**Run 1: register map, names as in the netlist**

(2 px per um) Other sequential cells in the stronger grey, the rest of the logic in the fainter grey.
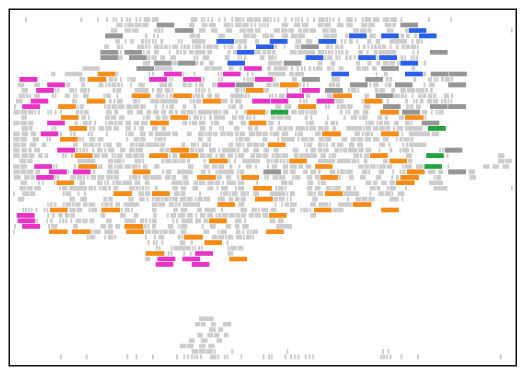
**Run 1: wiring by layer**

(2 px per um)
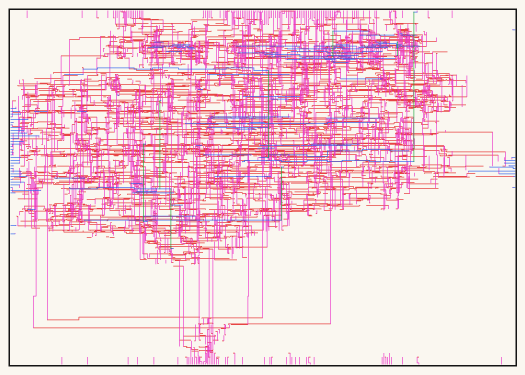
**Run 1: cell area per tile**

(1.5 px per um) The die is cut into 25 by 18 equal tiles; white is low, dark blue is high, 0 to 100% covered.
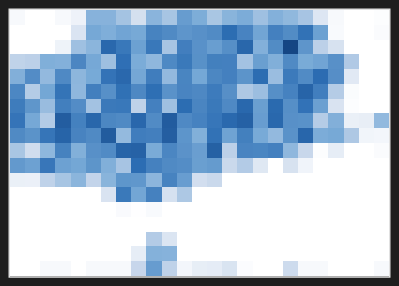
$ cat src/rtl/axi_lite_stim_master_pkg.sv
// Shared FSM state type, AXI constants and the xorshift64 step function
// used by the AXI4-Lite stimulus master and its PRNG sub-block.
package axi_stim_pkg;

  typedef enum logic [2:0] {
    ST_IDLE   = 3'd0,
    ST_WR     = 3'd1,
    ST_WAIT_B = 3'd2,
    ST_RD     = 3'd3,
    ST_WAIT_R = 3'd4,
    ST_DONE   = 3'd5
  } stim_state_e;

  localparam logic [2:0]  AXI_PROT_DATA         = 3'b000;
  localparam logic [3:0]  WSTRB_FULL            = 4'hF;
  localparam logic [63:0] XORSHIFT_DEFAULT_SEED = 64'd88172645463325252;

  function automatic logic [63:0] xorshift64_next(input logic [63:0] s);
    logic [63:0] t;
    t = s ^ (s << 6'd13);
    t = t ^ (t >> 6'd7);
    t = t ^ (t << 6'd17);
    return t;
  endfunction

endpackage

$ cat src/rtl/axi_lite_stim_master_if.sv
// AXI4-Lite bus bundle between the stimulus master and a memory-style responder.
interface axi_lite_stim_master_if;

  logic        awvalid;
  logic        awready;
  logic [31:0] awaddr;
  logic [2:0]  awprot;
  logic        wvalid;
  logic        wready;
  logic [31:0] wdata;
  logic [3:0]  wstrb;
  logic        bvalid;
  logic        bready;
  logic        arvalid;
  logic        arready;
  logic [31:0] araddr;
  logic [2:0]  arprot;
  logic        rvalid;
  logic        rready;
  logic [31:0] rdata;

  modport master (
    output awvalid, awaddr, awprot, wvalid, wdata, wstrb, bready,
    output arvalid, araddr, arprot, rready,
    input  awready, wready, bvalid, arready, rvalid, rdata
  );

  modport slave (
    input  awvalid, awaddr, awprot, wvalid, wdata, wstrb, bready,
    input  arvalid, araddr, arprot, rready,
    output awready, wready, bvalid, arready, rvalid, rdata
  );

endinterface

$ cat src/rtl/axi_lite_stim_master_xorshift.sv
// Registered xorshift64 generator; load restarts from seed and may be combined
// with step so the first value after a load is already one step past the seed.
module xorshift64_step
  import axi_stim_pkg::*;
#(
  parameter logic [63:0] SEED = XORSHIFT_DEFAULT_SEED
) (
  input  logic        clk,
  input  logic        reset,
  input  logic        load,
  input  logic        step,
  input  logic [63:0] seed,
  output logic [63:0] state,
  output logic [63:0] state_nxt
);

  logic [63:0] state_r;
  logic [63:0] base_s;
  logic [63:0] state_nxt_s;

  // Value the register takes at the next edge.
  always_comb begin
    base_s      = state_r;
    state_nxt_s = state_r;
    if (load) begin
      base_s = seed;
    end else begin
      base_s = state_r;
    end
    if (step) begin
      state_nxt_s = xorshift64_next(base_s);
    end else begin
      state_nxt_s = base_s;
    end
  end

  // PRNG state register.
  always_ff @(posedge clk or posedge reset) begin
    if (reset) begin
      state_r <= SEED;
    end else begin
      state_r <= state_nxt_s;
    end
  end

  assign state     = state_r;
  assign state_nxt = state_nxt_s;

endmodule

$ cat src/rtl/axi_lite_stim_master.sv
// AXI4-Lite initiator: writes pseudo-random words to pseudo-random addresses,
// reads each back and counts mismatches.
module axi_lite_stim_master
  import axi_stim_pkg::*;
#(
  parameter int unsigned NUM_TXN    = 64,
  parameter logic [31:0] ADDR_BASE  = 32'h0000_0000,
  parameter int unsigned ADDR_WORDS = 16,
  parameter logic [63:0] SEED       = XORSHIFT_DEFAULT_SEED
) (
  input  logic                          clk,
  input  logic                          reset,
  input  logic                          start,
  output logic                          busy,
  output logic                          done,
  output logic [15:0]                   err_count,
  output logic [31:0]                   last_err_addr,
  axi_lite_stim_master_if.master        mem_axi
);

  localparam logic [31:0] ADDR_MASK = 32'(ADDR_WORDS - 1);
  localparam logic [15:0] LAST_TXN  = 16'(NUM_TXN - 1);

  function automatic logic [31:0] addr_of(input logic [63:0] s);
    return ADDR_BASE + ((s[63:32] & ADDR_MASK) << 5'd2);
  endfunction

  stim_state_e state_r;
  logic [15:0] txn_r;
  logic        busy_r, done_r, aw_done_r, w_done_r;
  logic        awvalid_r, wvalid_r, bready_r, arvalid_r, rready_r;
  logic [31:0] addr_r, data_r, last_err_addr_r;
  logic [3:0]  wstrb_r;
  logic [15:0] err_count_r;
  logic [63:0] prng_state_s, prng_nxt_s;
  logic        accept_s, r_hs_s, last_txn_s, prng_load_s, prng_step_s;
  logic        aw_hs_s, w_hs_s, aw_all_s, w_all_s, mismatch_s;

  xorshift64_step #(.SEED(SEED)) u_prng (
    .clk       (clk),
    .reset     (reset),
    .load      (prng_load_s),
    .step      (prng_step_s),
    .seed      (SEED),
    .state     (prng_state_s),
    .state_nxt (prng_nxt_s)
  );

  // Handshake decode and PRNG control; the PRNG advances on the edge that launches a write.
  always_comb begin
    accept_s    = ((state_r == ST_IDLE) || (state_r == ST_DONE)) && start;
    r_hs_s      = (state_r == ST_WAIT_R) && mem_axi.rvalid && rready_r;
    last_txn_s  = (txn_r == LAST_TXN);
    prng_load_s = accept_s;
    prng_step_s = accept_s || (r_hs_s && !last_txn_s);
    aw_hs_s     = awvalid_r && mem_axi.awready;
    w_hs_s      = wvalid_r && mem_axi.wready;
    aw_all_s    = aw_done_r || aw_hs_s;
    w_all_s     = w_done_r || w_hs_s;
    mismatch_s  = (mem_axi.rdata != data_r);
  end

  // Transaction FSM with registered bus and status outputs.
  always_ff @(posedge clk or posedge reset) begin
    if (reset) begin
      state_r         <= ST_IDLE;
      txn_r           <= 16'd0;
      busy_r          <= 1'b0;
      done_r          <= 1'b0;
      aw_done_r       <= 1'b0;
      w_done_r        <= 1'b0;
      awvalid_r       <= 1'b0;
      wvalid_r        <= 1'b0;
      bready_r        <= 1'b0;
      arvalid_r       <= 1'b0;
      rready_r        <= 1'b0;
      addr_r          <= 32'd0;
      data_r          <= 32'd0;
      wstrb_r         <= 4'd0;
      err_count_r     <= 16'd0;
      last_err_addr_r <= 32'd0;
    end else begin
      case (state_r)
        ST_IDLE, ST_DONE: begin
          if (accept_s) begin
            state_r     <= ST_WR;
            busy_r      <= 1'b1;
            done_r      <= 1'b0;
            err_count_r <= 16'd0;
            txn_r       <= 16'd0;
            awvalid_r   <= 1'b1;
            wvalid_r    <= 1'b1;
            aw_done_r   <= 1'b0;
            w_done_r    <= 1'b0;
            addr_r      <= addr_of(prng_nxt_s);
            data_r      <= prng_nxt_s[31:0];
            wstrb_r     <= WSTRB_FULL;
          end
        end
        ST_WR: begin
          if (aw_hs_s) begin
            awvalid_r <= 1'b0;
            aw_done_r <= 1'b1;
          end
          if (w_hs_s) begin
            wvalid_r <= 1'b0;
            w_done_r <= 1'b1;
          end
          if (aw_all_s && w_all_s) begin
            state_r  <= ST_WAIT_B;
            bready_r <= 1'b1;
          end
        end
        ST_WAIT_B: begin
          if (mem_axi.bvalid) begin
            bready_r  <= 1'b0;
            arvalid_r <= 1'b1;
            state_r   <= ST_RD;
          end
        end
        ST_RD: begin
          if (mem_axi.arready) begin
            arvalid_r <= 1'b0;
            rready_r  <= 1'b1;
            state_r   <= ST_WAIT_R;
          end
        end
        ST_WAIT_R: begin
          if (r_hs_s) begin
            rready_r <= 1'b0;
            if (mismatch_s) begin
              if (err_count_r != 16'hFFFF) begin
                err_count_r <= err_count_r + 16'd1;
              end
              last_err_addr_r <= addr_of(prng_state_s);
            end
            if (last_txn_s) begin
              state_r <= ST_DONE;
              done_r  <= 1'b1;
              busy_r  <= 1'b0;
            end else begin
              state_r   <= ST_WR;
              txn_r     <= txn_r + 16'd1;
              awvalid_r <= 1'b1;
              wvalid_r  <= 1'b1;
              aw_done_r <= 1'b0;
              w_done_r  <= 1'b0;
              addr_r    <= addr_of(prng_nxt_s);
              data_r    <= prng_nxt_s[31:0];
            end
          end
        end
        default: state_r <= ST_IDLE;
      endcase
    end
  end

  assign busy             = busy_r;
  assign done             = done_r;
  assign err_count        = err_count_r;
  assign last_err_addr    = last_err_addr_r;
  assign mem_axi.awvalid  = awvalid_r;
  assign mem_axi.awaddr   = addr_r;
  assign mem_axi.awprot   = AXI_PROT_DATA;
  assign mem_axi.wvalid   = wvalid_r;
  assign mem_axi.wdata    = data_r;
  assign mem_axi.wstrb    = wstrb_r;
  assign mem_axi.bready   = bready_r;
  assign mem_axi.arvalid  = arvalid_r;
  assign mem_axi.araddr   = addr_r;
  assign mem_axi.arprot   = AXI_PROT_DATA;
  assign mem_axi.rready   = rready_r;

endmodule

$ cat src/flat_wrapper.sv
// flat-port wrapper written by rule: the top's interface ports become plain ports
module axi_lite_stim_master_flat import axi_stim_pkg::*;
#(
  parameter int unsigned NUM_TXN    = 64,
  parameter logic [31:0] ADDR_BASE  = 32'h0000_0000,
  parameter int unsigned ADDR_WORDS = 16,
  parameter logic [63:0] SEED       = XORSHIFT_DEFAULT_SEED
)
  (clk, reset, start, busy, done, err_count, last_err_addr, mem_axi_awvalid, mem_axi_awaddr, mem_axi_awprot, mem_axi_wvalid, mem_axi_wdata, mem_axi_wstrb, mem_axi_bready, mem_axi_arvalid, mem_axi_araddr, mem_axi_arprot, mem_axi_rready, mem_axi_awready, mem_axi_wready, mem_axi_bvalid, mem_axi_arready, mem_axi_rvalid, mem_axi_rdata);
  axi_lite_stim_master_if mem_axi_i ();
  input  logic clk;
  input  logic reset;
  input  logic start;
  output logic busy;
  output logic done;
  output logic [15:0] err_count;
  output logic [31:0] last_err_addr;
  output wire logic [$bits(mem_axi_i.awvalid)-1:0] mem_axi_awvalid;
  output wire logic [$bits(mem_axi_i.awaddr)-1:0] mem_axi_awaddr;
  output wire logic [$bits(mem_axi_i.awprot)-1:0] mem_axi_awprot;
  output wire logic [$bits(mem_axi_i.wvalid)-1:0] mem_axi_wvalid;
  output wire logic [$bits(mem_axi_i.wdata)-1:0] mem_axi_wdata;
  output wire logic [$bits(mem_axi_i.wstrb)-1:0] mem_axi_wstrb;
  output wire logic [$bits(mem_axi_i.bready)-1:0] mem_axi_bready;
  output wire logic [$bits(mem_axi_i.arvalid)-1:0] mem_axi_arvalid;
  output wire logic [$bits(mem_axi_i.araddr)-1:0] mem_axi_araddr;
  output wire logic [$bits(mem_axi_i.arprot)-1:0] mem_axi_arprot;
  output wire logic [$bits(mem_axi_i.rready)-1:0] mem_axi_rready;
  input wire logic [$bits(mem_axi_i.awready)-1:0] mem_axi_awready;
  input wire logic [$bits(mem_axi_i.wready)-1:0] mem_axi_wready;
  input wire logic [$bits(mem_axi_i.bvalid)-1:0] mem_axi_bvalid;
  input wire logic [$bits(mem_axi_i.arready)-1:0] mem_axi_arready;
  input wire logic [$bits(mem_axi_i.rvalid)-1:0] mem_axi_rvalid;
  input wire logic [$bits(mem_axi_i.rdata)-1:0] mem_axi_rdata;
  assign mem_axi_awvalid = mem_axi_i.awvalid;
  assign mem_axi_awaddr = mem_axi_i.awaddr;
  assign mem_axi_awprot = mem_axi_i.awprot;
  assign mem_axi_wvalid = mem_axi_i.wvalid;
  assign mem_axi_wdata = mem_axi_i.wdata;
  assign mem_axi_wstrb = mem_axi_i.wstrb;
  assign mem_axi_bready = mem_axi_i.bready;
  assign mem_axi_arvalid = mem_axi_i.arvalid;
  assign mem_axi_araddr = mem_axi_i.araddr;
  assign mem_axi_arprot = mem_axi_i.arprot;
  assign mem_axi_rready = mem_axi_i.rready;
  assign mem_axi_i.awready = mem_axi_awready;
  assign mem_axi_i.wready = mem_axi_wready;
  assign mem_axi_i.bvalid = mem_axi_bvalid;
  assign mem_axi_i.arready = mem_axi_arready;
  assign mem_axi_i.rvalid = mem_axi_rvalid;
  assign mem_axi_i.rdata = mem_axi_rdata;
  axi_lite_stim_master #(.NUM_TXN(NUM_TXN), .ADDR_BASE(ADDR_BASE), .ADDR_WORDS(ADDR_WORDS), .SEED(SEED)) u_core (.clk(clk), .reset(reset), .start(start), .busy(busy), .done(done), .err_count(err_count), .last_err_addr(last_err_addr), .mem_axi(mem_axi_i));
endmodule
$ cat config.mk
export PLATFORM = sky130hd
export DESIGN_NAME = axi_lite_stim_master_flat
export DESIGN_NICKNAME = d
export VERILOG_FILES = /design/src/rtl/axi_lite_stim_master_pkg.sv /design/src/rtl/axi_lite_stim_master_if.sv /design/src/rtl/axi_lite_stim_master_xorshift.sv /design/src/rtl/axi_lite_stim_master.sv /design/src/flat_wrapper.sv
export SDC_FILE = /design/constraint.sdc
export NUM_CORES = 1
export LEC_CHECK = 0
export ABC_CLOCK_PERIOD_IN_PS = 2790
export CAP_MARGIN = 10
export CORE_ASPECT_RATIO = 0.7
export CORE_UTILIZATION = 25
export DETAILED_ROUTE_END_ITERATION = 6
export SYNTH_ARGS = -nofsm -noshare
export SYNTH_HDL_FRONTEND = slang
export SYNTH_HIERARCHICAL = 1
export SYNTH_SLANG_ARGS = --single-unit
export TNS_END_PERCENT = 10
$ cat constraint.sdc
create_clock -name clk -period 2.79 [get_ports clk]
set_input_delay 0.558 -clock clk [delete_from_list [all_inputs] [get_ports clk]]
set_output_delay 0.558 -clock clk [all_outputs]
set_load 0.05 [all_outputs]
==> GITHUB_STEP_SUMMARY, run 1 <==
## PnR job results

| Metric | Value |
|---|---|
| Status | `finished, final reports clean` |
| Ports | `around 200` |
| Register bit total from synthesis | `149` |
| Max Clock Freq | `around 0.39 GHz` |
| Top Layout Cells | `264 x conb_1, 183 x nand2_1, 147 x xor2_1` |
| Met3 wire len | `1.68 mm` |
| Synth Area in Compound Gates | `7.87%` |
| Die y size | `between 150 and 200 um` |
| FF+latch area | `about 3800 um2` |
| Gr busiest metal | `met1` |
| CP Cell Sequence | `clkdlybuf4s50_1 -> xor2_1 -> nor4_4 -> nand4_1 -> buf_4 -> o21ai_2 -> buf_12 -> or3_1 -> o22ai_1` |
| XOR-XNOR Cells, Area Fraction | `a little under a quarter` |
| Routed len/inst | `roughly 14 um` |
| Area of the mapped netlist | `between 10000 and 15000 um2` |
| Fraction of area in registers | `about a quarter` |
| Vias | `between 8k and 9k` |
| Post-CTS Hold Buffers | `0` |
| GR Layer Usage met2 | `19.8%` |
| Die width | `253 um` |
| Clock Skew | `roughly 0.012 ns` |
| Post-synth cell types | `61` |
| Clock latency on the worst-skew pair | `about 0.45 ns` |
| Top logic family | `XOR/XNOR gates` |
| Syn-to-layout area delta | `32.3%` |
| Crit path max-delay cell type | `clkdlybuf4s50_1` |
| Setup_tns | `0 ns` |
| CP required | `between 3 and 4 ns` |
| Worst slack, placed | `-0.987 ns` |
-- 'register map, names as in the netlist' (at the start) --
| colour | netlist name | sequential cells |
|---|---|---|
| blue | u_core/err_count | 16 |
| magenta | u_core/mem_axi.wdata | 32 |
| orange | u_core/u_prng/state | 64 |
| green | u_core/last_err_addr | 4 |

-- 'wiring by layer' (at the start) --
| colour | layer | wire length |
|---|---|---|
| blue | met3 | 1680 um |
| red | met1 | 15100 um |
| green | met4 | 277 um |
| magenta | met2 | 12800 um |

-- 'cell area per tile' (at the start) --
mean over tiles: 31%
nearly empty tiles: 37%
emptiest ninth of the die: bottom right
tiles over 75% full: 5.8%

**Run 1: clock wiring as the flow saved it**

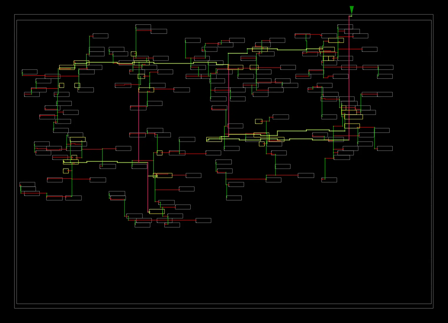

## Run 2: what changed since run 1
CORE_MARGIN = 10   (was not set)
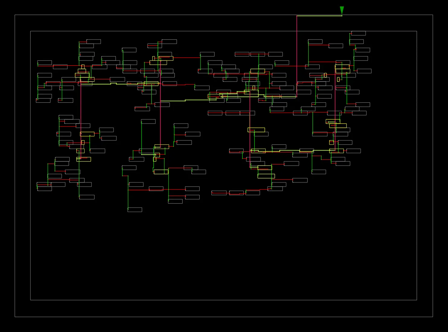
**Above:** run 2 (clock wiring as the flow saved it).
clock sinks: 149
num sequential: 149
Clock buffer cells: 23

==> run 2 against run 1 <==
  * Non-clock buffer count down 21
  * Clock skew is 0.0031 ns lower
  * Setup slack lost 0.022 ns
  * Critical path type is now reg2reg
==> GITHUB_STEP_SUMMARY, run 2 <==
## PnR job results

| Metric | Value |
|---|---|
| Worst Hold End | `u_core/aw_done_r` |
| Tool Warnings | `26` |
| Top Layout Cells | `264 x conb_1, 183 x nand2_1, 147 x xor2_1` |
| Reg-to-reg critical path endpoint | `u_core/mem_axi.araddr[2]` |
| Fill cell count | `about 4.6k` |
| Most used flip-flop cell | `dfrtp_1` |
| Routed len/inst | `14.3 um (+2.7%)` |
| Crit path max-delay cell type | `xor2_1` |
| CTS Buf Count | `17` |
| Die y size | `196 um (+10%)` |
| Register bit total from synthesis | `149 (unchanged)` |
| XOR-XNOR Cells, Area Fraction | `23.7% (unchanged)` |
| Crit path buf inv count | `3` |
| Top cells by count | `183 x nand2_1, 147 x xor2_1, 132 x xnor2_1, 120 x dfrtp_1, 104 x buf_4` |
| CP required | `3.17 ns (+0.05 ns)` |
| Warnings from Yosys | `6` |
| Worst slack, placed | `-0.178 ns (+0.809 ns)` |
| Status | `finished, final reports clean` |
| Area of the mapped netlist | `11000 um2 (unchanged)` |
| Levels on crit path | `12` |
| Max Clock Freq | `0.382 GHz (-0.86%)` |
| Post-synth cell types | `61 (unchanged)` |
| Setup_tns | `0 ns (unchanged)` |
| First-pass GRT wire length | `between 40 and 50 mm` |
| Gr busiest metal | `met1` |
| CP Cell Sequence | `xnor2_1 -> nand3_2 -> inv_6 -> buf_12 -> mux2i_1 -> xor2_1 -> buf_4 -> xnor2_1 -> nand2_1 -> o21ai_1 -> nand2_1 -> nand2_1` |
| Hold slack | `0.502 ns` |
| FF+latch area | `3770 um2 (unchanged)` |
| Met3 wire len | `1.36 mm (-19%)` |
| Post-CTS Hold Buffers | `0 (unchanged)` |
| Clock Skew | `0.00907 ns (-0.00310 ns)` |
| Total iterations of the first detailed-routing run | `5` |
| Die width | `271 um (+7.1%)` |
| Initial DRC count | `around 550` |
| Maxcap violations | `0` |
| Ports | `201 (unchanged)` |
| Clock latency on the worst-skew pair | `0.44 ns (about the same)` |
| Metal2 WL | `13.3 mm` |
| Top logic family | `XOR/XNOR gates` |
| Post-synth EDFFs | `0` |
| GR Layer Usage met2 | `16.9% (-2.9 points)` |
| Vias | `8577 (-0.61%)` |
| Synth Area in Compound Gates | `7.87% (unchanged)` |
| CTS tree | `built` |
| Initial antenna violation count | `0` |
| CP dominant cell by count | `nand2_1` |
| Syn-to-layout area delta | `30.8%` |
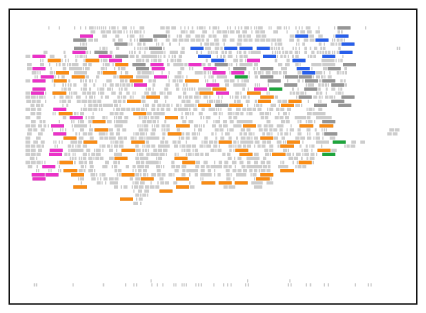
**Above:** run 2 (register map, names as in the netlist).
(1.5 px per um) Other sequential cells in the stronger grey, the rest of the logic in the fainter grey.
| colour | netlist name | sequential cells |
|---|---|---|
| orange | u_core/u_prng/state | 64 |
| blue | u_core/err_count | 16 |
| green | u_core/last_err_addr | 4 |
| magenta | u_core/mem_axi.wdata | 32 |
not coloured: 33
fraction of area in registers: 26.2%
final core occ: 33.0%

**Run 2: signal wires on met4**

(2 px per um) Supply wires on this layer in grey.
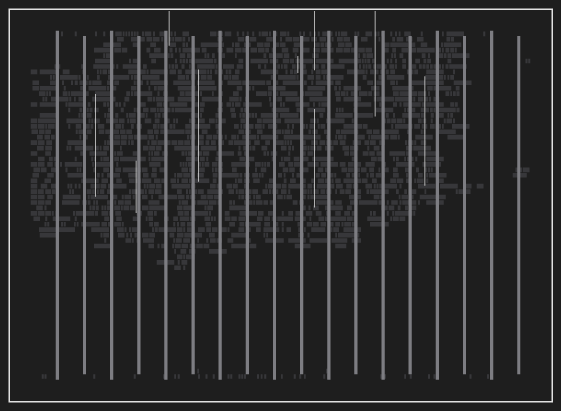

## Run 3: what changed since run 2
ABC_CLOCK_PERIOD_IN_PS = 3200   (was 2790)
CAP_MARGIN = 15   (was 10)
clock period = 3.2 ns   (was 2.79 ns; I/O delays follow)
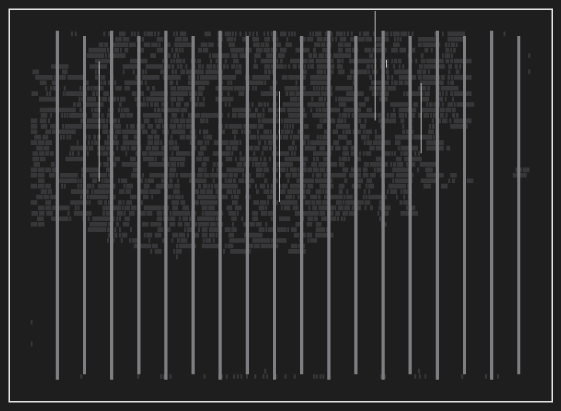
**Above:** run 3 (signal wires on met4).
(2 px per um) Supply wires on this layer in grey.
main direction: vertical
longest straight run: 59.8 um
wire length on this layer: 207 um
final WL: 30.3 mm
vias: 8316

==> run 3 against run 2 <==
  * Clock skew decreased by 0.0025 ns
  * Clock-buffer cell count decreased by 5
  * Flip-flop count unchanged
  * Utilization decreased by 1.2 points
  * Synthesized cell count unchanged
  * Cell count decreased by 3.2%
  * Register-to-register slack got worse by 0.03 ns
  * Hold slack got worse by 0.019 ns
  * Global-route usage decreased by 0.15 points
  * Critical path depth decreased by 1
  * Sequential share of layout area increased by 1.0 points
  * Critical path type unchanged
  * Largest cell class unchanged
==> GITHUB_STEP_SUMMARY, run 3 <==
## PnR job results

| Metric | Value |
|---|---|
| Initial antenna violation count | `0 (unchanged)` |
| Worst Hold End | `u_core/busy` |
| Synth Area in Compound Gates | `7.87% (unchanged)` |
| Most used flip-flop cell | `dfrtp_1` |
| Fill cell count | `4570 (-0.13%)` |
| CP Cell Sequence | `xnor2_1 -> nand3_2 -> inv_6 -> buf_12 -> mux2i_1 -> xor2_1 -> xor2_1 -> buf_4 -> a21oi_1 -> nand2_1 -> nand2_1` |
| FF+latch area | `3760 um2 (about the same)` |
| Top cells by count | `183 x nand2_1, 147 x xor2_1, 132 x xnor2_1, 120 x dfrtp_1, 104 x buf_4` |
| CTS tree | `built` |
| Die y size | `196 um (unchanged)` |
| Initial DRC count | `700 (+27%)` |
| Crit path max-delay cell type | `dfrtp_1` |
| Post-synth cell types | `61 (unchanged)` |
| Maxcap violations | `0 (unchanged)` |
| Clock latency on the worst-skew pair | `0.44 ns (about the same)` |
| Max Clock Freq | `0.328 GHz (-14%)` |
| Register bit total from synthesis | `149 (unchanged)` |
| Clock buffer cells | `18 (-22%)` |
| Crit path buf inv count | `3 (unchanged)` |
| Status | `finished, final reports clean` |
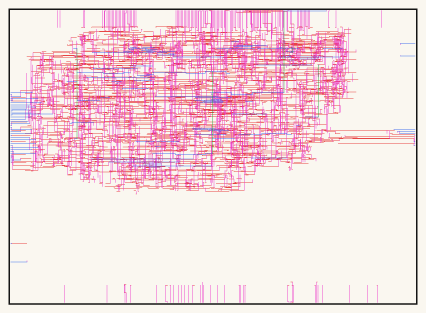
**Above:** run 3 (wiring by layer).
(1.5 px per um)
| colour | layer | wire length |
|---|---|---|
| magenta | met2 | 13200 um |
| green | met4 | 207 um |
| blue | met3 | 1700 um |
| red | met1 | 15200 um |

